$ cat src/rtl/seg7_scan_driver.sv
// seg7_scan_driver: time-multiplexed driver for an 8-digit common-anode
// 7-segment display. Once per frame it takes a tear-free snapshot of the eight
// display codes. It then scans the digits left to right, decodes each
// character to segments, and keeps all anodes dark for the first few clocks of
// every digit slot so that the previous digit does not ghost into the next.
module seg7_scan_driver #(
    parameter int CLOCK_FREQ   = 100_000_000,
    parameter int DIGIT_HZ     = 1_000,
    parameter int BLANK_CYCLES = 16
) (
    input  logic       clock,
    input  logic       reset,
    input  logic [5:0] d1,
    input  logic [5:0] d2,
    input  logic [5:0] d3,
    input  logic [5:0] d4,
    input  logic [5:0] d5,
    input  logic [5:0] d6,
    input  logic [5:0] d7,
    input  logic [5:0] d8,
    output logic [7:0] an,
    output logic [7:0] seg,
    output logic       frame_start
);

    localparam int DIV = CLOCK_FREQ / DIGIT_HZ;
    localparam int CW  = (DIV > 1) ? $clog2(DIV) : 1;

    localparam logic [CW-1:0] CNT_MAX   = CW'(DIV - 1);
    localparam logic [CW-1:0] BLANK_LIM = CW'(BLANK_CYCLES);
    localparam logic [5:0]    CODE_OFF  = 6'b100000;

    logic [CW-1:0] r_cnt;
    logic [2:0]    r_idx;
    logic [5:0]    r_snap [8];
    logic [7:0]    r_an;
    logic [7:0]    r_seg;
    logic          r_frame_start;

    logic          w_frame_pos0;
    logic [5:0]    w_code;
    logic [7:0]    w_an_next;
    logic [7:0]    w_seg_next;
    logic [5:0]    w_din [8];

    // d1 is the leftmost digit, so it lands in slot 0 and drives an[7].
    assign w_din[0] = d1;
    assign w_din[1] = d2;
    assign w_din[2] = d3;
    assign w_din[3] = d4;
    assign w_din[4] = d5;
    assign w_din[5] = d6;
    assign w_din[6] = d7;
    assign w_din[7] = d8;

    assign w_frame_pos0 = (r_idx == 3'd0) && (r_cnt == '0);

    // Character code to active-low segments {g,f,e,d,c,b,a}.
    function automatic logic [6:0] glyph(input logic [3:0] ch);
        case (ch)
            4'h0:    glyph = 7'h40;
            4'h1:    glyph = 7'h79;
            4'h2:    glyph = 7'h24;
            4'h3:    glyph = 7'h30;
            4'h4:    glyph = 7'h19;
            4'h5:    glyph = 7'h12;
            4'h6:    glyph = 7'h02;
            4'h7:    glyph = 7'h78;
            4'h8:    glyph = 7'h00;
            4'h9:    glyph = 7'h10;
            4'hA:    glyph = 7'h08;  // A
            4'hB:    glyph = 7'h61;  // J
            4'hC:    glyph = 7'h41;  // U
            4'hD:    glyph = 7'h0C;  // P
            4'hE:    glyph = 7'h06;  // E
            default: glyph = 7'h0E;  // F
        endcase
    endfunction

    // Next anode/segment pattern from the current slot position and snapshot.
    always_comb begin
        // NOTE: defaults first so every path assigns every output; no latch.
        w_an_next  = 8'hFF;
        w_seg_next = 8'hFF;
        w_code     = r_snap[r_idx];
        if (r_cnt >= BLANK_LIM && !w_code[5]) begin
            w_an_next  = ~(8'h80 >> r_idx);
            w_seg_next = {~w_code[0], glyph(w_code[4:1])};
        end
    end

    // Digit-slot counter and digit index; both wrap naturally.
    always_ff @(posedge clock) begin
        // NOTE: non-blocking assignments so all registers update from pre-edge values.
        if (!reset) begin
            r_cnt <= '0;
            r_idx <= 3'd0;
        end else if (r_cnt == CNT_MAX) begin
            r_cnt <= '0;
            r_idx <= r_idx + 3'd1;
        end else begin
            r_cnt <= r_cnt + CW'(1);
        end
    end

    // Frame snapshot: capture all eight codes at the start of slot 0.
    always_ff @(posedge clock) begin
        // NOTE: only eight small registers, so an explicit reset is cheap and keeps the display dark.
        if (!reset) begin
            for (int k = 0; k < 8; k++) r_snap[k] <= CODE_OFF;
        end else if (w_frame_pos0) begin
            for (int k = 0; k < 8; k++) r_snap[k] <= w_din[k];
        end
    end

    // Registered pin drivers; they lag the counter state by one clock.
    always_ff @(posedge clock) begin
        if (!reset) begin
            r_an          <= 8'hFF;
            r_seg         <= 8'hFF;
            r_frame_start <= 1'b0;
        end else begin
            r_an          <= w_an_next;
            r_seg         <= w_seg_next;
            r_frame_start <= w_frame_pos0;
        end
    end

    assign an          = r_an;
    assign seg         = r_seg;
    assign frame_start = r_frame_start;

endmodule
$ cat config.mk
export PLATFORM = sky130hd
export DESIGN_NAME = seg7_scan_driver
export DESIGN_NICKNAME = d
export VERILOG_FILES = /design/src/rtl/seg7_scan_driver.sv
export SDC_FILE = /design/constraint.sdc
export NUM_CORES = 1
export LEC_CHECK = 0
export CAP_MARGIN = 40
export CORE_ASPECT_RATIO = 1.4
export CORE_MARGIN = 1.5
export CORE_UTILIZATION = 45
export DETAILED_ROUTE_END_ITERATION = 7
export GPL_TIMING_DRIVEN = 0
export PLACE_DENSITY = 0.69
export SYNTH_ARGS = -nofsm -noshare
export SYNTH_HDL_FRONTEND = slang
export SYNTH_SLANG_ARGS = --single-unit
$ cat constraint.sdc
create_clock -name clock -period 5.35 [get_ports clock]
set_clock_uncertainty 0.2 [all_clocks]
set_input_delay 1.3375 -clock clock [delete_from_list [all_inputs] [get_ports clock]]
set_output_delay 1.3375 -clock clock [all_outputs]
set_load 0.01 [all_outputs]
==> results.toml, run 1 <==
# implementation run metrics
[outcome]
outcome = "finished, final reports clean"

[setup_path]
crit_buf_inv = 4
critical_path.cell_chain = "clkdlybuf4s50_1 > clkbuf_1 > clkbuf_1 > o21ai_4 > buf_12"
reg2reg_depth = 8
setup_cp_type = "in2reg"
crit-reg2reg-capture = "seg[0]$_SDFF_PN1_"

[global_routing]
antenna_violations_before_repair = 0
grt_util_met3_pct = 3.90
globalRoute.busiestLayer = "met2"
grt-ovfl-total = 0

[min_path]
min_path_cells = 1
launch_instance_of_the_worst_min_delay_path = "r_idx[2]$_SDFFE_PN0N_"

[routing]
uppermost_signal_routing_layer_after_detailed_routing = "met4"
wl_met1_um = 3120
wl_per_cell_um = 15.4
dr_total_vias = 2558

[placed_design]
dp_cells = 474
placed_cell_area_mm2 = 0.00469

[yosys]
yosysChipArea_mm2 = 0.00387
synthCells = 305
synthesis.yosys.warnings = 0
netlist_top_cells_area = "edfxtp_1 (37%), dfxtp_1 (21%), and3_1 (5.3%)"
yosys_instances = 305
mux_share_pct = 11.3
synthesis.area_per_instance_um2 = 12.7
synth_nets = 369
synth.yosys.seq_area_share_pct = 58.0
synthTopCellsByCount = "edfxtp_1 (48), dfxtp_1 (40), and3_1 (33)"
ys_flop_type = "edfxtp_1"

[power]
p_per_area_mw_per_mm2 = 308
p_seq_w = 0.000778
cell_internal_pwr_w = 0.00120
power.switching_w = 0.000334

[layout]
lay_top_cells = "clkdlybuf4s50_1 (66), edfxtp_1 (48), dfxtp_1 (40)"
filler_cell_count = 688
biggestRegsByFlops = "r_snap (48), r_cnt (17)"

[timing]
tightestPinTransition_ns = 0.633
maximum_clock_frequency_mhz = 288

[clock_network]
cts_num_sinks = 88
holdBufCountCts = 0
maximum_number_of_buffers_from_clock_root_to_sink = 2
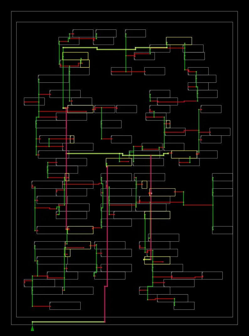
Run 1: clock nets
clk ins delay skew pair: 0.34 ns
clock buffers created by TritonCTS: 9
final sequential cell count: 88
count of clock-net buffers in the final layout: 14
clock-net power: 0.000588 W

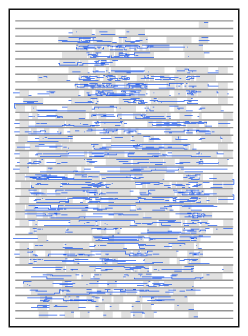
Run 1: met1 routing
Supply wires on this layer in gray.
- longest straight run: 23.6 µm
- wire length on this layer: 3120 µm
- main direction: horizontal
- share of all routed wire: 41%
- nets with wire on the layer: 384

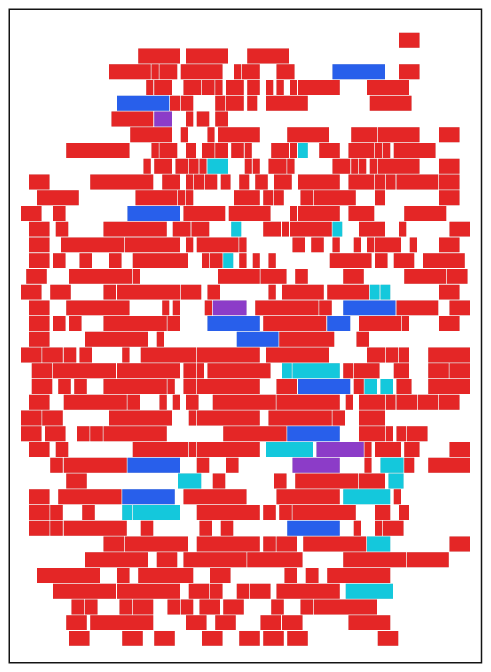
Run 1: cells by drive strength
- _6 and larger: blue (cells 12; most used clkbuf_16)
- _0 and _1 cells: red (cells 352; most used clkdlybuf4s50_1)
- _3 and _4 cells: purple (cells 4; most used mux2i_4)
- _2 cells: cyan (cells 20)
Final Worst Setup Slack: 1.88 ns
final instance area: 0.00497 mm²
area added between synthesis and finish: 28.4%
number of ordinary and repair buffers in the finished layout: 83

Run 1, placed cells, one color a class:
Bar = 20 µm.
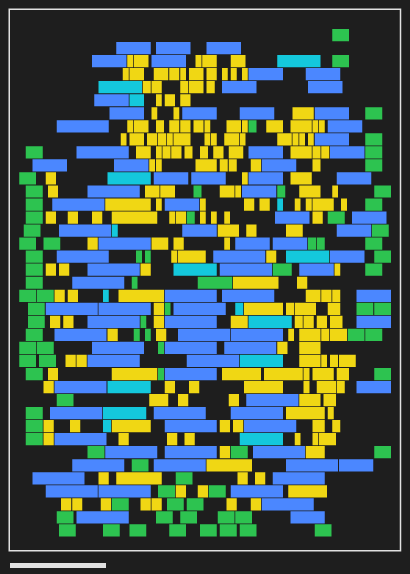

==> run 1 -> run 2 <==
--- a/config.mk
+++ b/config.mk
@@ -11,7 +11,7 @@
 export CORE_UTILIZATION = 45
 export DETAILED_ROUTE_END_ITERATION = 7
 export GPL_TIMING_DRIVEN = 0
-export PLACE_DENSITY = 0.69
+export PLACE_DENSITY = 0.67
 export SYNTH_ARGS = -nofsm -noshare
 export SYNTH_HDL_FRONTEND = slang
 export SYNTH_SLANG_ARGS = --single-unit
==> constraint.sdc (replaced) <==
create_clock -name clock -period 3.2 [get_ports clock]
set_clock_uncertainty 0.2 [all_clocks]
set_input_delay 0.8 -clock clock [delete_from_list [all_inputs] [get_ports clock]]
set_output_delay 0.8 -clock clock [all_outputs]
set_load 0.01 [all_outputs]
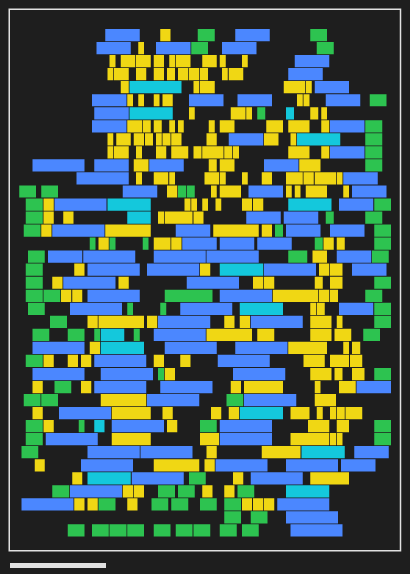
Run 2: placed cells, one color a class
Bar = 20 µm.
- clock drivers and dummy loads: cyan (cells 16; share of their area 7.0%)
- flops: blue (cells 88; share of their area 46%)
- combinational and other logic: yellow (cells 201; share of their area 32%)
- other buffers and delay cells: green (cells 83; share of their area 16%)
Seq area share: 44.5%
area of the placeable core: 0.00825 mm²
count of standard-cell rows: 39

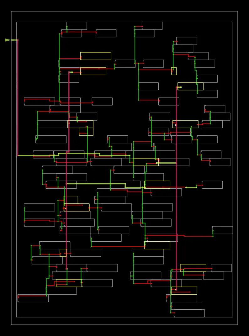
Run 2: clock nets
count of clock-net buffers in the final layout: 13
clock-net power: 0.00116 W
number of sinks on the clock net: 88

==> run 2 against run 1 <==
Effect of this change: synthesized cell count unchanged; wire length up 4.4%; register-to-register slack worse by 2.1 ns; cell area up 1.4%; die area unchanged; worst setup slack worse by 1.6 ns; sequential cell count unchanged; largest cell class unchanged.
==> results.toml, run 2 <==
# implementation run metrics
[outcome]
outcome = "finished, final reports clean"

[clock_network]
maximum_number_of_buffers_from_clock_root_to_sink = 2

[yosys]
synth_nets = 369
mux_share_pct = 11.3
synthesis.yosys.warnings = 0
yosysChipArea_mm2 = 0.00387
yosys_instances = 305
synthesis.area_per_instance_um2 = 12.7
synthTopCellsByCount = "edfxtp_1 (48), dfxtp_1 (40), and3_1 (33)"

[layout]
biggestRegsByFlops = "r_snap (48), r_cnt (17)"
area.growth.synth_to_final_pct = 30.3
nFlopsAndLatches = 88

[setup_path]
crit_buf_inv = 4
crit-reg2reg-capture = "seg[0]$_SDFF_PN1_"
setup_cp_type = "in2reg"

[timing]
maximum_clock_frequency_mhz = 342

[routing]
uppermost_signal_routing_layer_after_detailed_routing = "met4"
wl_per_cell_um = 16.0

[placed_design]
placed_cell_area_mm2 = 0.00469
dp_cells = 474

[power]
p_per_area_mw_per_mm2 = 545
==> run 2 -> run 3 <==
--- a/config.mk
+++ b/config.mk
@@ -12,6 +12,7 @@
 export DETAILED_ROUTE_END_ITERATION = 7
 export GPL_TIMING_DRIVEN = 0
 export PLACE_DENSITY = 0.67
+export SKIP_CTS_REPAIR_TIMING = 1
 export SYNTH_ARGS = -nofsm -noshare
 export SYNTH_HDL_FRONTEND = slang
 export SYNTH_SLANG_ARGS = --single-unit
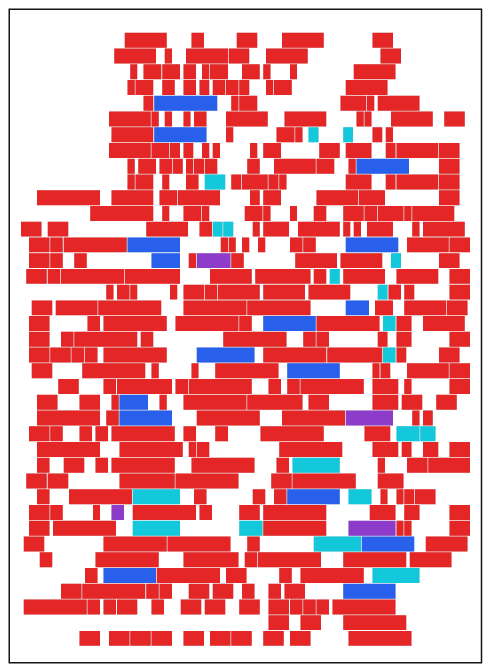
Run 3: cells by drive strength
- _6 and larger: blue (cells 16; most used clkbuf_16)
- _3 and _4 cells: purple (cells 4; most used mux2i_4)
- _0 and _1 cells: red (cells 349; most used clkdlybuf4s50_1)
- _2 cells: cyan (cells 19)
Final Worst Setup Slack: 0.277 ns
final instance area: 0.00504 mm²
area added between synthesis and finish: 30.3%

==> run 3 against run 2 <==
Effect of this change: critical path depth did not move; clock-buffer cell count did not move; clock power barely moved; sequential share of layout area did not move; register-to-register slack barely moved; wire length did not move; largest cell class unchanged; non-clock buffer count did not move; hold slack did not move; critical endpoint unchanged; fmax did not move; highest routed layer unchanged; synthesized cell count did not move; cell area did not move.
==> results.toml, run 3 <==
# implementation run metrics
[outcome]
outcome = "finished, final reports clean"

[yosys]
mux_share_pct = 11.3
synth.yosys.seq_area_share_pct = 58.0
synthesis.area_per_instance_um2 = 12.7
yosysChipArea_mm2 = 0.00387
yosys_instances = 305
synthTopCellsByCount = "edfxtp_1 (48), dfxtp_1 (40), and3_1 (33)"
ys_flop_type = "edfxtp_1"

[layout]
area.share.sequential_pct = 44.5
final.clkbuf_count = 13
biggestRegsByFlops = "r_snap (48), r_cnt (17)"
lay_top_cells = "clkdlybuf4s50_1 (66), edfxtp_1 (48), dfxtp_1 (40)"

[setup_path]
reg2reg_depth = 8
crit_buf_inv = 4

[global_routing]
antenna_violations_before_repair = 0
grt_util_met3_pct = 3.50

[power]
power.switching_w = 0.000576
p_per_area_mw_per_mm2 = 545
p_seq_w = 0.00130
power.clock.total_w = 0.00116

[timing]
maximum_clock_frequency_mhz = 342

[clock_network]
clock.latency.late_pin_ns = 0.34
cts_num_sinks = 88

[routing]
dr_total_vias = 2599
uppermost_signal_routing_layer_after_detailed_routing = "met4"

[placed_design]
dp_cells = 474

[min_path]
launch_instance_of_the_worst_min_delay_path = "r_idx[2]$_SDFFE_PN0N_"
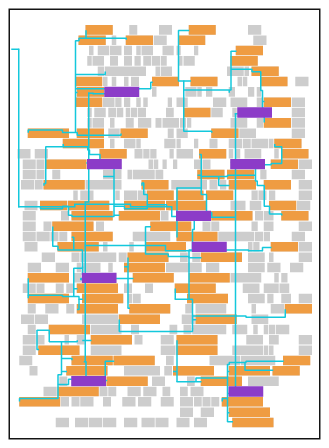
Run 3: routed clock nets over the placement
- clock drivers: purple (count 9)
- clock wires: cyan (length 1040 µm)
- flip-flops: orange (count 88)
- routed clock nets: 10
clock group share of total power: 42.4%

No activity file was given, so power comes from the tool's default toggle rates.
